**config.mk**
```make
export PLATFORM = sky130hd
export DESIGN_NAME = fft_mag_writer
export DESIGN_NICKNAME = d
export VERILOG_FILES = /design/src/rtl/fft_mag_writer.sv
export SDC_FILE = /design/constraint.sdc
export NUM_CORES = 1
export LEC_CHECK = 0
export CORE_UTILIZATION = 30
export CTS_CLUSTER_SIZE = 24
export DETAILED_ROUTE_END_ITERATION = 10
export GPL_TIMING_DRIVEN = 0
export PLACE_DENSITY_LB_ADDON = 0.2
export SLEW_MARGIN = 5
export SYNTH_ARGS = -nofsm -noshare
export SYNTH_HDL_FRONTEND = slang
export SYNTH_SLANG_ARGS = --single-unit
```
**constraint.sdc**
```tcl
create_clock -name clk -period 4.42 [get_ports clk]
set_input_delay 0.442 -clock clk [delete_from_list [all_inputs] [get_ports clk]]
set_output_delay 0.442 -clock clk [all_outputs]
set_load 0.1 [all_outputs]
```
**src/rtl/fft_mag_writer.sv**
```systemverilog
// fft_mag_writer
//
// Writer side of the spectrum buffer. It accepts a streamed FFT output, one
// complex bin per beat, and computes the approximate magnitude
// max(|re|,|im|) + min(|re|,|im|)/2 for each bin. The first NBINS magnitudes
// of each frame are written into the spectrum RAM at address = bin index.
// The block also reports the peak bin of each good frame and flags malformed
// frames.
//
// State | meaning
// ------+---------------------------------------------------------------
// SYNC  | waiting for frame alignment; beats are discarded until s_last
// RUN   | aligned; every accepted beat enters the magnitude pipeline
//
// Ports:
//   clk, rst               system clock (also RAM write clock), sync active-high reset
//   s_valid/s_ready        input handshake; s_ready is 1 from the cycle after reset
//   s_re, s_im, s_last     signed bin components, end-of-frame marker
//   waddr, wdata, we       spectrum RAM write port (3 cycles after the beat)
//   frame_done, frame_err  one-cycle pulses for a good / malformed frame
//   peak_bin, peak_mag     largest bin (1..NBINS-1) of the last good frame

module fft_mag_writer #(
    parameter int FRAME_LEN = 2048,
    parameter int NBINS     = 1024
) (
    input  logic        clk,
    input  logic        rst,
    input  logic        s_valid,
    output logic        s_ready,
    input  logic [15:0] s_re,
    input  logic [15:0] s_im,
    input  logic        s_last,
    output logic [10:0] waddr,
    output logic [15:0] wdata,
    output logic        we,
    output logic        frame_done,
    output logic        frame_err,
    output logic [10:0] peak_bin,
    output logic [15:0] peak_mag
);

    localparam logic [10:0] LAST_IDX = 11'(FRAME_LEN - 1);
    localparam logic [11:0] NBINS_W  = 12'(NBINS);

    typedef enum logic {
        SYNC = 1'b0,
        RUN  = 1'b1
    } state_t;

    state_t      state_q, state_d;
    logic        s_ready_q, s_ready_d;
    logic [10:0] cnt_q, cnt_d;
    logic        ovr_q, ovr_d;

    // stage 1: absolute values
    logic        s1_vld_q, s1_vld_d;
    logic [10:0] s1_cnt_q, s1_cnt_d;
    logic        s1_last_q, s1_last_d;
    logic        s1_good_q, s1_good_d;
    logic [15:0] s1_a_q, s1_a_d;
    logic [15:0] s1_b_q, s1_b_d;

    // stage 2: max and halved min
    logic        s2_vld_q, s2_vld_d;
    logic [10:0] s2_cnt_q, s2_cnt_d;
    logic        s2_last_q, s2_last_d;
    logic        s2_good_q, s2_good_d;
    logic [15:0] s2_mx_q, s2_mx_d;
    logic [14:0] s2_mnh_q, s2_mnh_d;

    // stage 3: registered outputs and peak tracking
    logic        we_q, we_d;
    logic [10:0] waddr_q, waddr_d;
    logic [15:0] wdata_q, wdata_d;
    logic        done_q, done_d;
    logic        err_q, err_d;
    logic [10:0] peak_bin_q, peak_bin_d;
    logic [15:0] peak_mag_q, peak_mag_d;
    logic [10:0] run_bin_q, run_bin_d;
    logic [15:0] run_mag_q, run_mag_d;

    logic        accept;
    logic [15:0] mag;
    logic        in_range;
    logic [10:0] cand_bin;
    logic [15:0] cand_mag;

    always_comb begin
        state_d    = state_q;
        s_ready_d  = 1'b1;
        cnt_d      = cnt_q;
        ovr_d      = ovr_q;

        s1_vld_d   = 1'b0;
        s1_cnt_d   = s1_cnt_q;
        s1_last_d  = s1_last_q;
        s1_good_d  = s1_good_q;
        s1_a_d     = s1_a_q;
        s1_b_d     = s1_b_q;

        s2_vld_d   = s1_vld_q;
        s2_cnt_d   = s2_cnt_q;
        s2_last_d  = s2_last_q;
        s2_good_d  = s2_good_q;
        s2_mx_d    = s2_mx_q;
        s2_mnh_d   = s2_mnh_q;

        we_d       = 1'b0;
        waddr_d    = waddr_q;
        wdata_d    = wdata_q;
        done_d     = 1'b0;
        err_d      = 1'b0;
        peak_bin_d = peak_bin_q;
        peak_mag_d = peak_mag_q;
        run_bin_d  = run_bin_q;
        run_mag_d  = run_mag_q;

        accept = s_valid & s_ready_q;

        // input stage: framing and bin counting
        case (state_q)
            SYNC: begin
                if (accept && s_last) begin
                    state_d = RUN;
                end
            end
            RUN: begin
                if (accept) begin
                    s1_vld_d  = 1'b1;
                    s1_cnt_d  = cnt_q;
                    s1_last_d = s_last;
                    s1_good_d = s_last && (cnt_q == LAST_IDX) && !ovr_q;
                    // two's-complement negate maps -32768 to 0x8000 = 32768 unsigned
                    s1_a_d    = s_re[15] ? (~s_re + 16'd1) : s_re;
                    s1_b_d    = s_im[15] ? (~s_im + 16'd1) : s_im;
                    if (s_last) begin
                        cnt_d = 11'd0;
                        ovr_d = 1'b0;
                    end else if (cnt_q == LAST_IDX) begin
                        // missed s_last: wrap and remember the frame is bad
                        cnt_d = 11'd0;
                        ovr_d = 1'b1;
                    end else begin
                        cnt_d = cnt_q + 11'd1;
                    end
                end
            end
            default: state_d = SYNC;
        endcase

        // stage 2
        if (s1_vld_q) begin
            s2_cnt_d  = s1_cnt_q;
            s2_last_d = s1_last_q;
            s2_good_d = s1_good_q;
            if (s1_a_q >= s1_b_q) begin
                s2_mx_d  = s1_a_q;
                s2_mnh_d = s1_b_q[15:1];
            end else begin
                s2_mx_d  = s1_b_q;
                s2_mnh_d = s1_a_q[15:1];
            end
        end

        // stage 3: max is 32768 + 16384, so a 16-bit sum never overflows
        mag      = s2_mx_q + {1'b0, s2_mnh_q};
        in_range = ({1'b0, s2_cnt_q} < NBINS_W);

        // strict compare keeps the earliest bin on ties; DC bin excluded
        cand_bin = run_bin_q;
        cand_mag = run_mag_q;
        if (s2_vld_q && in_range && (s2_cnt_q != 11'd0) && (mag > run_mag_q)) begin
            cand_bin = s2_cnt_q;
            cand_mag = mag;
        end

        if (s2_vld_q) begin
            if (in_range) begin
                we_d    = 1'b1;
                waddr_d = s2_cnt_q;
                wdata_d = mag;
            end
            if (s2_last_q) begin
                run_bin_d = 11'd0;
                run_mag_d = 16'd0;
                if (s2_good_q) begin
                    done_d     = 1'b1;
                    peak_bin_d = cand_bin;
                    peak_mag_d = cand_mag;
                end else begin
                    err_d = 1'b1;
                end
            end else begin
                run_bin_d = cand_bin;
                run_mag_d = cand_mag;
            end
        end
    end

    always_ff @(posedge clk) begin
        if (rst) begin
            state_q    <= SYNC;
            s_ready_q  <= 1'b0;
            cnt_q      <= 11'd0;
            ovr_q      <= 1'b0;
            s1_vld_q   <= 1'b0;
            s1_cnt_q   <= 11'd0;
            s1_last_q  <= 1'b0;
            s1_good_q  <= 1'b0;
            s1_a_q     <= 16'd0;
            s1_b_q     <= 16'd0;
            s2_vld_q   <= 1'b0;
            s2_cnt_q   <= 11'd0;
            s2_last_q  <= 1'b0;
            s2_good_q  <= 1'b0;
            s2_mx_q    <= 16'd0;
            s2_mnh_q   <= 15'd0;
            we_q       <= 1'b0;
            waddr_q    <= 11'd0;
            wdata_q    <= 16'd0;
            done_q     <= 1'b0;
            err_q      <= 1'b0;
            peak_bin_q <= 11'd0;
            peak_mag_q <= 16'd0;
            run_bin_q  <= 11'd0;
            run_mag_q  <= 16'd0;
        end else begin
            state_q    <= state_d;
            s_ready_q  <= s_ready_d;
            cnt_q      <= cnt_d;
            ovr_q      <= ovr_d;
            s1_vld_q   <= s1_vld_d;
            s1_cnt_q   <= s1_cnt_d;
            s1_last_q  <= s1_last_d;
            s1_good_q  <= s1_good_d;
            s1_a_q     <= s1_a_d;
            s1_b_q     <= s1_b_d;
            s2_vld_q   <= s2_vld_d;
            s2_cnt_q   <= s2_cnt_d;
            s2_last_q  <= s2_last_d;
            s2_good_q  <= s2_good_d;
            s2_mx_q    <= s2_mx_d;
            s2_mnh_q   <= s2_mnh_d;
            we_q       <= we_d;
            waddr_q    <= waddr_d;
            wdata_q    <= wdata_d;
            done_q     <= done_d;
            err_q      <= err_d;
            peak_bin_q <= peak_bin_d;
            peak_mag_q <= peak_mag_d;
            run_bin_q  <= run_bin_d;
            run_mag_q  <= run_mag_d;
        end
    end

    assign s_ready    = s_ready_q;
    assign we         = we_q;
    assign waddr      = waddr_q;
    assign wdata      = wdata_q;
    assign frame_done = done_q;
    assign frame_err  = err_q;
    assign peak_bin   = peak_bin_q;
    assign peak_mag   = peak_mag_q;

endmodule

```
==> results.txt <==
Results of the implementation run.

The chip footprint is 0.0317 mm2. The number of iterations in the first detailed-routing pass is 5. The final antenna diode count came out at 0. The overall via count from detail_route came out at 7,837. On the worst path, the slowest cell contributes a delay of 440 ps. In this run the cell area of the synthesized design comes to 0.00928 mm2. The clock network area share came out at 5.43%. Of the post-synthesis cell area, the part taken by muxes is 6.79%. The count of maximum capacitance violations is 0. The most common logic cell in the routed design is sky130_fd_sc_hd__dfxtp_1. Looking at the cell usage after synthesis, the top flip-flop cell is sky130_fd_sc_hd__dfxtp_1. In this run, power in combinational logic comes to 0.340 mW. The post-layout total power is 3.69 mW. The count of inverters not on the clock network in the layout came out at 45. The number of non-clock buffers in the layout is 159. The layout net count is 1,254. In this run the number of cells on the critical path is 16. Grouping stages by cell kind, the critical path spends the most delay in AND-OR/OR-AND gates. STA classifies the critical path startpoint as a flop. The share of the core filled by cells before placement came out at 30.4%. Among all cell classes, the greatest summed area belongs to logic gates. In the layout the commonest cells are sky130_fd_sc_hd__dfxtp_1, sky130_fd_sc_hd__nand2_1, sky130_fd_sc_hd__nor2_1.

The run finished with clean final reports. The switching fraction of total power is 25.9%. In the Yosys report, the sequential cells make up 40.8% of the chip area. The count of cells along the worst register-to-register path came out at 16. The routed design could run at a clock period as short as 4250 ps.

The power dissipated by switching net loads came out at 0.955 mW. The die extent in y came out at 178 um. The maximum vdd ir drop came out at 0.278 mV. The path with the worst hold slack has its endpoint at wdata[9]$_SDFFE_PP0P_. The number of routed nets with antenna violations is 0. The post-synthesis cell count came out at 1,052. Global routing put the most usage on met2.
==> images/layer_met1.png <==
Cells faint in the background.
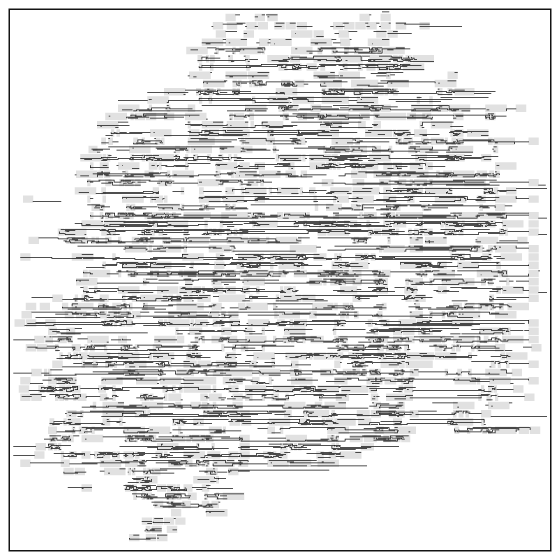
main direction	horizontal
share of all routed wire	52%
wire length on this layer	13,700 um

==> images/layer_met2.png <==
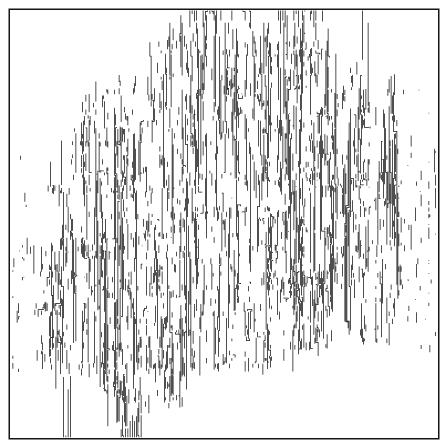
share of all routed wire	44%
longest straight run	87.7 um
main direction	vertical
nets with wire on the layer	1,011
wire length on this layer	11,600 um

==> images/layer_met4.png <==
Cells faint in the background.
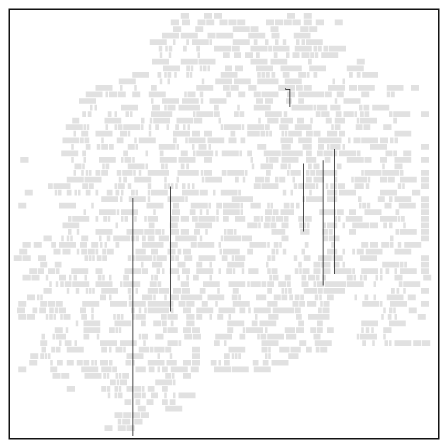
longest straight run	98.6 um
main direction	vertical
share of all routed wire	1.1%

Power figures rest on the tool's default switching activity, not on a simulated workload.
